## config.mk

```make
export PLATFORM = sky130hd
export DESIGN_NAME = imem_loader
export DESIGN_NICKNAME = d
export VERILOG_FILES = /design/src/rtl/loader_pkg.sv /design/src/rtl/imem_loader_byte_assembler.sv /design/src/rtl/imem_loader.sv
export SDC_FILE = /design/constraint.sdc
export NUM_CORES = 1
export LEC_CHECK = 0
export CAP_MARGIN = 10
export CORE_UTILIZATION = 40
export CTS_BUF_LIST = sky130_fd_sc_hd__clkbuf_8
export DETAILED_ROUTE_END_ITERATION = 8
export MAX_ROUTING_LAYER = met4
export SLEW_MARGIN = 0
export SYNTH_ARGS = -nofsm -noshare
export SYNTH_HDL_FRONTEND = slang
export SYNTH_SLANG_ARGS = --single-unit
```

## constraint.sdc

```tcl
create_clock -name clk -period 2.6 [get_ports clk]
set_input_delay 0.39 -clock clk [delete_from_list [all_inputs] [get_ports clk]]
set_output_delay 0.39 -clock clk [all_outputs]
set_load 0.05 [all_outputs]
```

## src/rtl/loader_pkg.sv

```systemverilog
// Shared types and widths for the instruction-memory boot loader.
package loader_pkg;

    localparam int unsigned CNT_W  = 16;
    localparam int unsigned BYTE_W = 8;
    localparam int unsigned LANES  = 4;
    localparam int unsigned LANE_W = 2;
    localparam int unsigned WORD_W = BYTE_W * LANES;

    typedef enum logic [2:0] {
        CNT_LO,
        CNT_HI,
        DATA,
        DONE,
        ERR
    } state_t;

endpackage

```

## src/rtl/imem_loader_byte_assembler.sv

```systemverilog
// Little-endian byte-to-word assembler: four accepted bytes form one word,
// the first byte landing in bits [7:0].
module byte_assembler
    import loader_pkg::*;
(
    input  logic              clk,
    input  logic              rst,
    input  logic              clear_i,
    input  logic              valid_i,
    input  logic [BYTE_W-1:0] byte_i,
    output logic              word_valid_c,
    output logic [WORD_W-1:0] word_c
);

    logic [WORD_W-1:0] shift_q;
    logic [LANE_W-1:0] lane_q;

    // Word as it stands once the current byte is shifted in
    assign word_c       = {byte_i, shift_q[WORD_W-1:BYTE_W]};
    assign word_valid_c = valid_i && !clear_i && (lane_q == LANE_W'(LANES - 1));

    always_ff @(posedge clk or negedge rst) begin
        if (!rst) begin
            shift_q <= '0;
            lane_q  <= '0;
        end else if (clear_i) begin
            shift_q <= '0;
            lane_q  <= '0;
        end else if (valid_i) begin
            shift_q <= word_c;
            lane_q  <= lane_q + LANE_W'(1);
        end
    end

endmodule

```

## src/rtl/imem_loader.sv

```systemverilog
// Boot loader: parses a length-prefixed byte stream into instruction-memory
// writes and holds the core in reset until a complete, valid image is loaded.
module imem_loader
    import loader_pkg::*;
#(
    parameter int unsigned ADDR_W      = 8,
    parameter int unsigned MAX_WORDS   = 256,
    parameter int unsigned TIMEOUT_CYC = 1000000
) (
    input  logic              clk,
    input  logic              rst,
    input  logic [BYTE_W-1:0] rx_byte,
    input  logic              rx_valid,
    input  logic              rx_err,
    input  logic              reload,
    output logic              imem_we,
    output logic [ADDR_W-1:0] imem_addr,
    output logic [WORD_W-1:0] imem_wdata,
    output logic              core_rst_n,
    output logic              busy,
    output logic              done,
    output logic              err
);

    localparam int unsigned IDLE_W = $clog2(TIMEOUT_CYC + 1);

    state_t              state_q,      state_d;
    logic [CNT_W-1:0]    count_q,      count_d;
    logic [CNT_W-1:0]    word_idx_q,   word_idx_d;
    logic [IDLE_W-1:0]   idle_q,       idle_d;
    logic                imem_we_q,    imem_we_d;
    logic [ADDR_W-1:0]   imem_addr_q,  imem_addr_d;
    logic [WORD_W-1:0]   imem_wdata_q, imem_wdata_d;
    logic                core_rst_n_q, core_rst_n_d;
    logic                busy_q,       busy_d;
    logic                done_q,       done_d;
    logic                err_q,        err_d;

    logic                in_run_c;
    logic                timeout_c;
    logic                accept_c;
    logic                clear_c;
    logic                word_valid_c;
    logic [WORD_W-1:0]   word_c;
    logic [CNT_W-1:0]    n_full_c;

    assign in_run_c  = (state_q == CNT_HI) || (state_q == DATA);
    assign timeout_c = in_run_c && (idle_q == IDLE_W'(TIMEOUT_CYC - 1));
    assign n_full_c  = {rx_byte, count_q[BYTE_W-1:0]};

    // Only bytes that survive reload/rx_err/timeout priority reach the assembler
    assign accept_c = rx_valid && !reload && !rx_err && !timeout_c && (state_q == DATA);
    assign clear_c  = reload || (state_q != DATA);

    byte_assembler u_asm (
        .clk          (clk),
        .rst          (rst),
        .clear_i      (clear_c),
        .valid_i      (accept_c),
        .byte_i       (rx_byte),
        .word_valid_c (word_valid_c),
        .word_c       (word_c)
    );

    always_comb begin
        state_d      = state_q;
        count_d      = count_q;
        word_idx_d   = word_idx_q;
        imem_we_d    = 1'b0;
        imem_addr_d  = imem_addr_q;
        imem_wdata_d = imem_wdata_q;

        if (reload) begin
            state_d    = CNT_LO;
            count_d    = '0;
            word_idx_d = '0;
        end else begin
            unique case (state_q)
                CNT_LO: begin
                    if (rx_err) begin
                        state_d = ERR;
                    end else if (rx_valid) begin
                        count_d = {{(CNT_W - BYTE_W){1'b0}}, rx_byte};
                        state_d = CNT_HI;
                    end
                end
                CNT_HI: begin
                    if (rx_err || timeout_c) begin
                        state_d = ERR;
                    end else if (rx_valid) begin
                        count_d    = n_full_c;
                        word_idx_d = '0;
                        if ((n_full_c == '0) ||
                            ({1'b0, n_full_c} > (CNT_W + 1)'(MAX_WORDS))) begin
                            state_d = ERR;
                        end else begin
                            state_d = DATA;
                        end
                    end
                end
                DATA: begin
                    if (rx_err || timeout_c) begin
                        state_d = ERR;
                    end else if (word_valid_c) begin
                        imem_we_d    = 1'b1;
                        imem_addr_d  = ADDR_W'(word_idx_q);
                        imem_wdata_d = word_c;
                        word_idx_d   = word_idx_q + CNT_W'(1);
                        if (word_idx_q == count_q - CNT_W'(1)) begin
                            state_d = DONE;
                        end
                    end
                end
                DONE:    state_d = DONE;
                ERR:     state_d = ERR;
                default: state_d = ERR;
            endcase
        end

        // Idle counter runs only while a load is in flight and no byte arrives
        if (((state_d == CNT_HI) || (state_d == DATA)) && !rx_valid) begin
            idle_d = idle_q + IDLE_W'(1);
        end else begin
            idle_d = '0;
        end

        // Release the core one cycle after the final write becomes visible
        done_d       = (state_q == DONE) && (state_d == DONE);
        core_rst_n_d = done_d;
        busy_d       = (state_d == CNT_HI) || (state_d == DATA);
        err_d        = (state_d == ERR);
    end

    always_ff @(posedge clk or negedge rst) begin
        if (!rst) begin
            state_q      <= CNT_LO;
            count_q      <= '0;
            word_idx_q   <= '0;
            idle_q       <= '0;
            imem_we_q    <= 1'b0;
            imem_addr_q  <= '0;
            imem_wdata_q <= '0;
            core_rst_n_q <= 1'b0;
            busy_q       <= 1'b0;
            done_q       <= 1'b0;
            err_q        <= 1'b0;
        end else begin
            state_q      <= state_d;
            count_q      <= count_d;
            word_idx_q   <= word_idx_d;
            idle_q       <= idle_d;
            imem_we_q    <= imem_we_d;
            imem_addr_q  <= imem_addr_d;
            imem_wdata_q <= imem_wdata_d;
            core_rst_n_q <= core_rst_n_d;
            busy_q       <= busy_d;
            done_q       <= done_d;
            err_q        <= err_d;
        end
    end

    assign imem_we    = imem_we_q;
    assign imem_addr  = imem_addr_q;
    assign imem_wdata = imem_wdata_q;
    assign core_rst_n = core_rst_n_q;
    assign busy       = busy_q;
    assign done       = done_q;
    assign err        = err_q;

endmodule

```

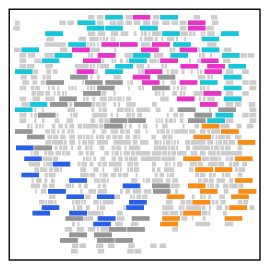
Fig. 1. Where the registers sit (run 1).
Scale: 2 px per micron.
| netlist name | colour | placed flops |
|---|---|---|
| word_idx_q | blue | 16 |
| u_asm.shift_q | magenta | 24 |
| imem_wdata | cyan | 32 |
| idle_q | orange | 20 |
not coloured: 33
FF/Latch Area: 3130 sq um
Core Util, Final: 55.3%
Seq. pwr: 1.96 mW

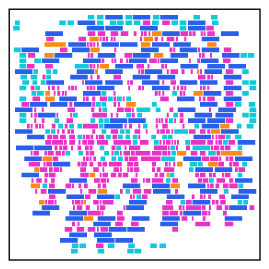
Fig. 2. Placed cells, one colour a class (run 1).
Scale: 2 px per micron.
| class | colour | cells | share of their area |
|---|---|---|---|
| remaining buffers and delay cells | cyan | 145 | 17% |
| sequential cells | blue | 125 | 40% |
| combinational and other logic | magenta | 432 | 38% |
| clock drivers and dummy loads | orange | 32 | 5.2% |
core area: 14600 sq um
register share of the cell area: 38.8%
final instance area: 8070 sq um
Rows: 44

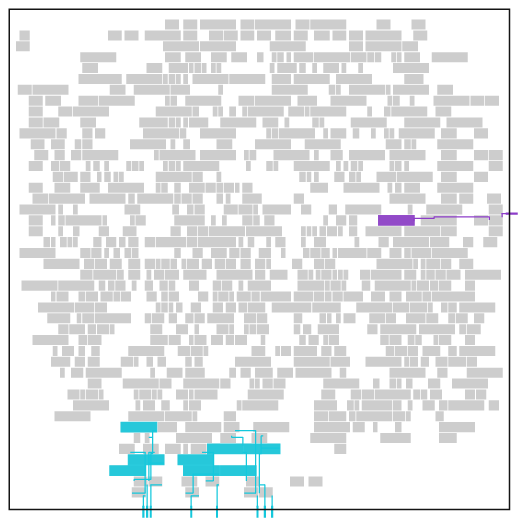
Fig. 3. Nets reached from selected ports (run 1).
Scale: 4 px per micron.
| port | colour | bits | direction | end cells | buffers | wire |
|---|---|---|---|---|---|---|
| imem_addr | cyan | 8 | output | 8 | 8 | 171 microns |
| err | purple | 1 | output | 1 | 1 | 22.6 microns |
IO Port Bufs: 57
Ports: 58

==> out/qor.csv, run 1 <==
stage,metric,value,unit
finish,combAreaFraction,36.9,%
finish,drive_above_1_share,27.4,%
finish,buffers_excl_clock,145,
setup_path,start_kind,register,
finish,lay_top_cells,"124 x dfrtp_1, 101 x nand2_1, 81 x buf_4, 56 x clkdlybuf4s50_1, 41 x nor2_1",
finish,finalNonFillerCells,918,
setup_path,cp_max_fo,11,
grt,grtUsageMet1,26.7,%
timing,hold_violations,0,
route,wl_per_cell,15.9,microns
clock_tree,clk_pin_slew,80,ps
synthesis,syn_inst,593,
grt,met3_usage,4.60,%
outcome,violations,negative setup slack,
setup_path,r2r_end,idle_q[5]$_DFF_PN0_,
finish,nets,738,
clock_tree,clock_sinks,125,
timing,timing.final.crit_share,107,%
placed_design,gp_congestion,0.882,
floorplan,floorplan.core_util,41.3,%
timing,max_freq,359,MHz
synthesis,synthArstFlopShare,100,%
floorplan,die_x,125,microns
setup_path,worstSetupPathType,reg -> reg,
setup_path,crit_buf_inv,4,
pwr,netSwitchingFraction,25.4,%
timing,setup_ws,-183,ps
pwr,p_clk,1.75,mW
pwr,p_switching,1.05,mW
clock_tree,root_buffer,clkbuf_8,
synthesis,mux_area_share,7.96,%
timing,slew_viol_final,0,
finish,final_common_cell,dfrtp_1,
setup_path,critical_path_depth,13,
grt,grt_start_max_net_pins,65,
synthesis,synth-edff-count,0,
grt,gr-usage-met2,30.5,%
finish,buf_share,16.2,%
pwr,vdd.ir_drop.worst,0.295,mV
pwr,power.combinational.fraction,10.3,%
synthesis,synth_stat.cells,593,
synthesis,synth-main-ff-cell,dfrtp_1,
clock_tree,cts_buffers,17,
timing,holdWs,388,ps
pwr,power-top-group,sequential cells,
clock_tree,clk_latency,460,ps
finish,clock_buffers,21,
pwr,power,4.14,mW
route,drc,0,
timing,rsz0062_at_grt,yes,
route,wirelength,14600,microns
grt,antenna_found_initial,0,
pwr,p_int,3.09,mW
finish,dominant_cells,sequential cells,
synthesis,yosysSeqAreaShare,52.0,%
setup_path,cp.required,2950,ps
synthesis,syn-num-nets,610,
synthesis,ys_warn_count,0,
finish,nFillCells,1278,
clock_tree,cts_tree,done,
grt,grt_util_all_layers,20.2,%
floorplan,die_area,15500,sq um
clock_tree,post_cts_resized,7,
grt,overflow,0,
synthesis,yosys.area_share.adder,0.831,%
clock_tree,ctsHoldBuffers,1,
pwr,p_leak,3.57,nW
synthesis,yosys_area,6020,sq um
pwr,seq_power_share,47.4,%
finish,final-clk-cell-share,5.04,%
route,met1_length,6740,microns
setup_path,crit_path_end,idle_q[5]$_DFF_PN0_,
route,drtIter0Drc,357,
synthesis,yosys.area_share.simple,19.9,%
route,wl_met3,564,microns
timing,slew_headroom,56.2,%
setup_path,arrival,3130,ps
clock_tree,htree_levels,4,
timing,clock_skew,13.2,ps
floorplan,die_y,125,microns
floorplan,nWellTaps,184,
grt,grt_pass1_wl,24100,microns
route,dr_wl_met2,7180,microns
finish,comb_area,2970,sq um
synthesis,logic_family,simple AND/OR/NAND/NOR gates,
finish,n_all_inverters,5,
placed_design,dpl-instance-area,7320,sq um
synthesis,postSynthAreaPerCell,10.2,sq um
outcome,outcome,"finished, violations left",
route,drtAntennaViolNets,0,
worst_hold_path,hold_class,in -> async,
route,vias,4771,
flow_run,tool_warnings,29,
timing,setup_viol,21,
synthesis,top_area_cell,dfrtp_1,
placed_design,dp_slack,-541,ps
setup_path,rr_startpoint,count_q[1]$_DFFE_PN0P_,
synthesis,synth.most_common_cell,dfrtp_1,
flow_run,maxCapViolCount,0,
setup_path,path_cells,inv_2 -> ha_4 -> or3b_4 -> buf_4 -> o21ai_0 -> and4b_2 -> nand2_1 -> nand2_1 -> a21oi_2 -> buf_4 -> xor2_4 -> buf_12 -> nor4_1,
route,vias_per_cell,5.20,
timing,setup_tns,-2460,ps
grt,grt_pass1_vias,4873,
finish,largest_reg_flops,32,
route,drtPass1Iterations,4,
finish,diodes,0,
setup_path,rr_worst_depth,13,
synthesis,top_cell_area_share,52.0,%
setup_path,reg2reg_slack,-180,ps
synthesis,synth.area.top_cells,"dfrtp_1 52%, mux2_2 7.3%, nand2_1 6.3%, xnor2_1 4.2%, xor2_1 3.8%",
setup_path,crit_slowest_cell,dfrtp_1,
synthesis,common_cells,"125 x dfrtp_1, 101 x nand2_1, 42 x nor2_1",
setup_path,cp-startpoint,count_q[1]$_DFFE_PN0P_,
finish,area_growth,34.0,%
setup_path,end_kind,register,
synthesis,xor_share,8.27,%
synthesis,syn-cell-area,6020,sq um
clock_tree,postCtsSetupBuffers,2,
synthesis,ys_ff,125,
pwr,p_per_area,513,nW/um^2
timing,worstMarginPinSlew,657,ps
synthesis,synth_cell_types,55,
pwr,comb-power,428,uW
setup_path,max_stage_delay,430,ps
==> run 2, diff against run 1 <==
Settings changed: SLEW_MARGIN 0 to 10.
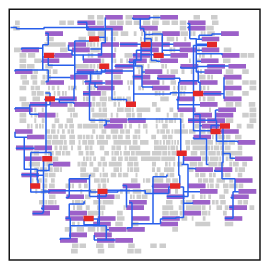
Fig. 4. Clock wires, drivers and flops (run 2).
Scale: 2 px per micron.
[flip-flops] purple | count: 125
[clock drivers] red | count: 17
[clock wires] blue | length: 1760 microns
flops lie: all over the die
routed clock nets: 18
Clk pwr share: 42.2%
Insertion Delay late pin: 460 ps

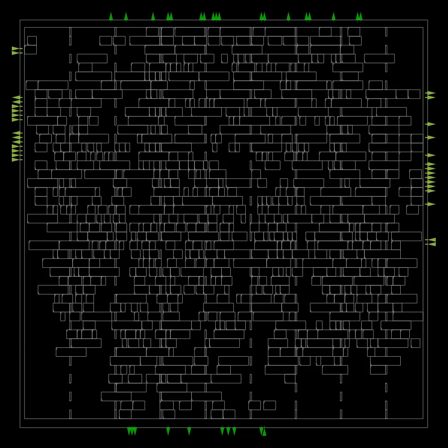
Fig. 5. Cell placement (run 2).
sequential cells: 125
post-route non-filler standard cell count: 918
filler cell count in the final layout: 1278

==> run 2 against run 1 <==
Against the previous run: fmax did not move; sequential power barely moved; non-clock buffer count did not move; largest power group unchanged; total power did not move; final cell count did not move; critical path type unchanged; count of clock-buffer cells in the layout did not move; sequential share of layout area did not move; the flow still finishes with violations (negative setup slack).
==> out/qor.csv, run 2 <==
stage,metric,value,unit,change
pwr,netSwitchingFraction,25.4,%,unchanged
clock_tree,clock_sinks,125,,unchanged
clock_tree,clk_pin_slew,80,ps,about the same
timing,holdWs,388,ps,unchanged
pwr,seq_power_share,47.4,%,about the same
setup_path,r2r_end,idle_q[5]$_DFF_PN0_,,unchanged
clock_tree,ctsHoldBuffers,1,,unchanged
route,drtIter0Drc,357,,unchanged
finish,lay_top_cells,"124 x dfrtp_1, 101 x nand2_1, 81 x buf_4, 56 x clkdlybuf4s50_1, 41 x nor2_1",,unchanged
pwr,p_per_area,513,nW/um^2,unchanged
placed_design,dpl.hpwl,10000,microns,unchanged
synthesis,xor_share,8.27,%,unchanged
grt,grt_pass1_vias,4873,,unchanged
floorplan,rows,44,,unchanged
outcome,outcome,"finished, violations left",,unchanged
route,drtPass1Iterations,4,,unchanged
route,dr_wl_met2,7180,microns,unchanged
setup_path,end_kind,register,,unchanged
synthesis,yosys_area,6020,sq um,unchanged
finish,final-clk-cell-share,5.04,%,unchanged
route,vias,4771,,unchanged
route,wl_met3,564,microns,unchanged
timing,worstMarginPinSlew,657,ps,unchanged
grt,top_usage_layer,met2,,unchanged
floorplan,pin_count,58,,unchanged
grt,grt_pass1_wl,24100,microns,unchanged
finish,final_common_cell,dfrtp_1,,unchanged
setup_path,reg2reg_slack,-180,ps,about the same
clock_tree,htree_levels,4,,unchanged
setup_path,crit_buf_inv,4,,unchanged
pwr,comb-power,428,uW,about the same
pwr,p_leak,3.57,nW,unchanged
floorplan,die_y,125,microns,unchanged
setup_path,start_kind,register,,unchanged
timing,max_freq,359,MHz,unchanged
pwr,p_int,3.09,mW,unchanged
finish,n_all_inverters,5,,unchanged
synthesis,yosys.area_share.adder,0.831,%,unchanged
flow_run,tool_warnings,29,,unchanged
pwr,power,4.14,mW,unchanged
timing,setup_ws,-183,ps,unchanged
grt,grt_util_all_layers,20.2,%,unchanged
placed_design,io_buffers,57,,unchanged
clock_tree,cts_buffers,17,,unchanged
setup_path,arrival,3130,ps,about the same
pwr,p_seq,1.96,mW,about the same
finish,post-route-cell-area,8070,sq um,unchanged
timing,hold_violations,0,,unchanged
route,wl_per_cell,15.9,microns,unchanged
grt,met3_usage,4.60,%,unchanged
setup_path,rr_worst_depth,13,,unchanged
grt,gr-usage-met2,30.5,%,unchanged
route,vias_per_cell,5.20,,unchanged
finish,drive_above_1_share,27.4,%,unchanged
timing,slew_headroom,56.2,%,unchanged
pwr,power-top-group,sequential cells,,unchanged
synthesis,synth.area.top_cells,"dfrtp_1 52%, mux2_2 7.3%, nand2_1 6.3%, xnor2_1 4.2%, xor2_1 3.8%",,unchanged
synthesis,synth_stat.cells,593,,unchanged
synthesis,syn-cell-area,6020,sq um,unchanged
finish,fin_util,55.3,%,unchanged
synthesis,yosysSeqAreaShare,52.0,%,unchanged
finish,seq_share,38.8,%,unchanged
setup_path,worstSetupPathType,reg -> reg,,unchanged
timing,slew_viol_final,0,,unchanged
route,drtAntennaViolNets,0,,unchanged
floorplan,floorplan.core_util,41.3,%,unchanged
synthesis,top_cell_area_share,52.0,%,unchanged
synthesis,synth-edff-count,0,,unchanged
grt,grt_start_max_net_pins,65,,unchanged
synthesis,postSynthAreaPerCell,10.2,sq um,unchanged
finish,comb_area,2970,sq um,unchanged
route,met1_length,6740,microns,unchanged
setup_path,critical_path_depth,13,,unchanged
clock_tree,root_buffer,clkbuf_8,,unchanged
timing,rsz0062_at_grt,yes,,unchanged
finish,regArea,3130,sq um,unchanged
finish,clock_buffers,21,,unchanged
setup_path,crit_path_end,idle_q[5]$_DFF_PN0_,,unchanged
setup_path,path_cells,inv_2 -> ha_4 -> or3b_4 -> buf_4 -> o21ai_0 -> and4b_2 -> nand2_1 -> nand2_1 -> a21oi_2 -> buf_4 -> xor2_4 -> buf_12 -> nor4_1,,unchanged
finish,largest_reg_flops,32,,unchanged
synthesis,ys_ff,125,,unchanged
finish,buf_share,16.2,%,unchanged
outcome,violations,negative setup slack,,unchanged
floorplan,nWellTaps,184,,unchanged
synthesis,top_area_cell,dfrtp_1,,unchanged
setup_path,cp-startpoint,count_q[1]$_DFFE_PN0P_,,unchanged
synthesis,synth-main-ff-cell,dfrtp_1,,unchanged
synthesis,synth.most_common_cell,dfrtp_1,,unchanged
synthesis,synth_cell_types,55,,unchanged
timing,setup_viol,21,,unchanged
setup_path,rr_startpoint,count_q[1]$_DFFE_PN0P_,,unchanged
floorplan,die_area,15500,sq um,unchanged
flow_run,maxCapViolCount,0,,unchanged
synthesis,logic_family,simple AND/OR/NAND/NOR gates,,unchanged
synthesis,mux_area_share,7.96,%,unchanged
timing,setup_tns,-2460,ps,unchanged
floorplan,core-area,14600,sq um,unchanged
clock_tree,post_cts_resized,7,,unchanged
pwr,p_clk,1.75,mW,about the same
pwr,vdd.ir_drop.worst,0.295,mV,unchanged
synthesis,synthArstFlopShare,100,%,unchanged
placed_design,dpl-instance-area,7320,sq um,unchanged
worst_hold_path,hold_class,in -> async,,unchanged
setup_path,crit_slowest_cell,dfrtp_1,,unchanged
setup_path,cp.required,2950,ps,about the same
floorplan,die_x,125,microns,unchanged
pwr,p_switching,1.05,mW,unchanged
finish,buffers_excl_clock,145,,unchanged
clock_tree,postCtsSetupBuffers,2,,unchanged
setup_path,cpLargestDelayFamily,simple AND/OR/NAND/NOR gates,,unchanged
route,drc,0,,unchanged
finish,diodes,0,,unchanged
finish,nets,738,,unchanged
setup_path,max_stage_delay,430,ps,about the same
synthesis,yosys.area_share.simple,19.9,%,unchanged
setup_path,cp_max_fo,11,,unchanged
grt,antenna_found_initial,0,,unchanged
clock_tree,cts_tree,done,,unchanged
synthesis,syn_inst,593,,unchanged
placed_design,gp_congestion,0.882,,unchanged
grt,grtUsageMet1,26.7,%,unchanged
finish,area_growth,34.0,%,unchanged
pwr,power.combinational.fraction,10.3,%,about the same
grt,overflow,0,,unchanged
synthesis,common_cells,"125 x dfrtp_1, 101 x nand2_1, 42 x nor2_1",,unchanged
timing,clock_skew,13.2,ps,unchanged
route,top_layer,met4,,unchanged
synthesis,ys_warn_count,0,,unchanged
timing,timing.final.crit_share,107,%,unchanged
route,wirelength,14600,microns,unchanged
finish,combAreaFraction,36.9,%,unchanged
finish,dominant_cells,sequential cells,,unchanged
placed_design,dp_slack,-541,ps,unchanged
==> run 3, diff against run 2 <==
Settings changed: CORE_ASPECT_RATIO from default to 0.6, SKIP_CTS_REPAIR_TIMING from default to 1, SLEW_MARGIN 10 to 20.
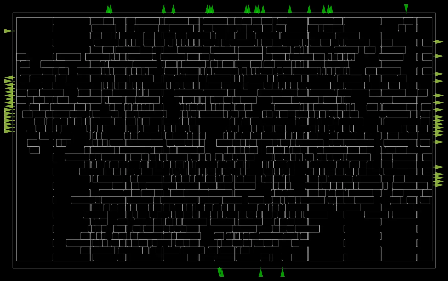
Fig. 6. Cell placement (run 3).
Rows: 34
post-route non-filler standard cell count: 920
core area: 14600 sq um

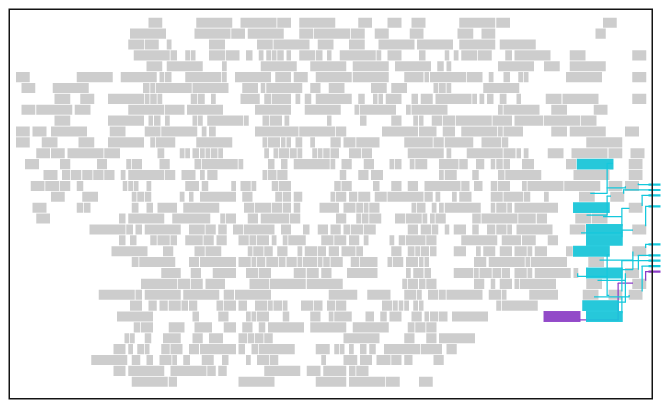
Fig. 7. Nets reached from selected ports (run 3).
Scale: 4 px per micron.
| port | colour | bits | direction | end cells | buffers | wire |
|---|---|---|---|---|---|---|
| err | purple | 1 | output | 1 | 1 | 25.4 microns |
| imem_addr | cyan | 8 | output | 8 | 8 | 168 microns |

==> run 3 against run 2 <==
Against the previous run: the flow still finishes with violations (negative setup slack); total power down 0.96%; highest routed layer unchanged; worst hold slack better by 61 ps; largest cell class unchanged; worst setup slack improved by 12 ps; global-route usage is 1.4 points higher; critical path depth unchanged; combinational power is 5.1% lower; register-to-register slack is essentially flat; clock power barely moved; via count is 1.6% higher.
==> out/qor.csv, run 3 <==
stage,metric,value,unit,change
timing,setup_viol,21,,unchanged
timing,slew_headroom,36.7,%,was 56.2%
setup_path,rr_startpoint,count_q[1]$_DFFE_PN0P_,,unchanged
synthesis,synth.most_common_cell,dfrtp_1,,unchanged
timing,rsz0062_at_grt,yes,,unchanged
finish,buffers_excl_clock,133,,was 145
finish,n_sequential_cell,125,,unchanged
synthesis,mux_area_share,7.96,%,unchanged
worst_hold_path,hold_class,in -> async,,unchanged
setup_path,path_cells,inv_2 -> ha_4 -> or3b_4 -> buf_12 -> nor3_1 -> and4b_2 -> nand2_1 -> nand2_1 -> a21oi_1 -> buf_4 -> xor2_2 -> buf_12 -> and4b_1,,was inv_2 -> ha_4 -> or3b_4 -> buf_4 -> o21ai_0 -> and4b_2 -> nand2_1 -> nand2_1 -> a21oi_2 -> buf_4 -> xor2_4 -> buf_12 -> nor4_1
timing,max_freq,361,MHz,was 359 MHz
route,vias,4845,,was 4771
placed_design,io_buffers,57,,unchanged
pwr,comb-power,406,uW,was 428 uW
flow_run,tool_warnings,28,,was 29
pwr,p_clk,1.73,mW,was 1.75 mW
synthesis,common_cells,"125 x dfrtp_1, 101 x nand2_1, 42 x nor2_1",,unchanged
setup_path,cp_max_fo,21,,was 11
grt,top_usage_layer,met1,,was met2
grt,gr-usage-met2,29.2,%,was 30.5%
finish,final_common_cell,dfrtp_1,,unchanged
synthesis,synthArstFlopShare,100,%,unchanged
finish,dominant_cells,sequential cells,,unchanged
setup_path,rr_worst_depth,13,,unchanged
synthesis,yosys.area_share.simple,19.9,%,unchanged
pwr,p_switching,1.07,mW,was 1.05 mW
clock_tree,clock_sinks,125,,unchanged
clock_tree,cts_tree,done,,unchanged
floorplan,floorplan.core_util,41.3,%,about the same
finish,final-clk-cell-share,5.20,%,was 5.04%
route,drc,0,,unchanged
finish,post-route-cell-area,7790,sq um,was 8070 sq um
synthesis,top_area_cell,dfrtp_1,,unchanged
pwr,p_leak,3.45,nW,was 3.57 nW
timing,setup_tns,-1540,ps,was -2460 ps
setup_path,max_stage_delay,420,ps,was 430 ps
route,drtAntennaViolNets,0,,unchanged
timing,holdWs,449,ps,was 388 ps
setup_path,r2r_end,idle_q[1]$_DFF_PN0_,,was idle_q[5]$_DFF_PN0_
grt,grt_util_all_layers,21.6,%,was 20.2%
pwr,clkPwrFrac,42.2,%,about the same
pwr,p_per_area,526,nW/um^2,was 513 nW/um^2
finish,nets,726,,was 738
pwr,seq_power_share,47.9,%,was 47.4%
route,wirelength,15300,microns,was 14600 microns
clock_tree,cts_buffers,17,,unchanged
setup_path,critical_path_depth,13,,unchanged
pwr,power,4.10,mW,was 4.14 mW
timing,hold_violations,0,,unchanged
setup_path,crit_buf_inv,4,,unchanged
finish,combAreaFraction,35.6,%,was 36.9%
synthesis,syn_inst,593,,unchanged
synthesis,synth_cell_types,55,,unchanged
timing,slew_viol_final,0,,unchanged
synthesis,synth_stat.cells,593,,unchanged
clock_tree,clk_pin_slew,80,ps,about the same
finish,diodes,0,,unchanged
pwr,power-top-group,sequential cells,,unchanged
finish,n_all_inverters,5,,unchanged
setup_path,end_kind,register,,unchanged
finish,seq_share,40.2,%,was 38.8%
timing,worstMarginPinSlew,950,ps,was 657 ps
route,met1_length,8040,microns,was 6740 microns
synthesis,xor_share,8.27,%,unchanged
synthesis,yosysSeqAreaShare,52.0,%,unchanged
outcome,outcome,"finished, violations left",,unchanged
route,drtPass1Iterations,5,,was 4
setup_path,cp.required,2920,ps,was 2950 ps
floorplan,die_x,160,microns,was 125 microns
setup_path,arrival,3090,ps,was 3130 ps
route,wl_met3,846,microns,was 564 microns
setup_path,crit_slowest_cell,dfrtp_1,,unchanged
setup_path,crit_path_end,idle_q[1]$_DFF_PN0_,,was idle_q[5]$_DFF_PN0_
grt,overflow,0,,unchanged
synthesis,synth-main-ff-cell,dfrtp_1,,unchanged
placed_design,gp_congestion,0.900,,was 0.882
finish,comb_area,2770,sq um,was 2970 sq um
synthesis,ys_ff,125,,unchanged
floorplan,die_area,15600,sq um,was 15500 sq um
pwr,p_int,3.02,mW,was 3.09 mW
route,top_layer,met4,,unchanged
finish,nFillCells,1296,,was 1278
pwr,netSwitchingFraction,26.2,%,was 25.4%
synthesis,synth.area.top_cells,"dfrtp_1 52%, mux2_2 7.3%, nand2_1 6.3%, xnor2_1 4.2%, xor2_1 3.8%",,unchanged
finish,fin_util,53.4,%,was 55.3%
grt,met3_usage,4.25,%,was 4.60%
route,vias_per_cell,5.27,,was 5.20
placed_design,dp_slack,-637,ps,was -541 ps
timing,setup_ws,-171,ps,was -183 ps
grt,grtUsageMet1,32.8,%,was 26.7%
synthesis,yosys_area,6020,sq um,unchanged
route,wl_per_cell,16.6,microns,was 15.9 microns
grt,grt_pass1_wl,25400,microns,was 24100 microns
clock_tree,root_buffer,clkbuf_8,,unchanged
grt,grt_start_max_net_pins,40,,was 65
floorplan,pin_count,58,,unchanged
route,drtIter0Drc,343,,was 357
setup_path,worstSetupPathType,reg -> reg,,unchanged
grt,antenna_found_initial,0,,unchanged
flow_run,maxCapViolCount,0,,unchanged
synthesis,ys_warn_count,0,,unchanged
synthesis,top_cell_area_share,52.0,%,unchanged
floorplan,nWellTaps,198,,was 184
synthesis,postSynthAreaPerCell,10.2,sq um,unchanged
timing,clock_skew,9.75,ps,was 13.2 ps
finish,drive_above_1_share,23.4,%,was 27.4%
setup_path,reg2reg_slack,-170,ps,was -180 ps
finish,area_growth,29.4,%,was 34.0%
setup_path,start_kind,register,,unchanged
setup_path,cp-startpoint,count_q[1]$_DFFE_PN0P_,,unchanged
synthesis,synth-edff-count,0,,unchanged
synthesis,yosys.area_share.adder,0.831,%,unchanged
pwr,vdd.ir_drop.worst,0.279,mV,was 0.295 mV
route,dr_wl_met2,6270,microns,was 7180 microns
placed_design,dpl-instance-area,7300,sq um,was 7320 sq um
outcome,violations,negative setup slack,,unchanged
clock_tree,htree_levels,4,,unchanged
pwr,power.combinational.fraction,9.9,%,was 10.3%
synthesis,logic_family,simple AND/OR/NAND/NOR gates,,unchanged
Power and IR drop assume default switching activity.
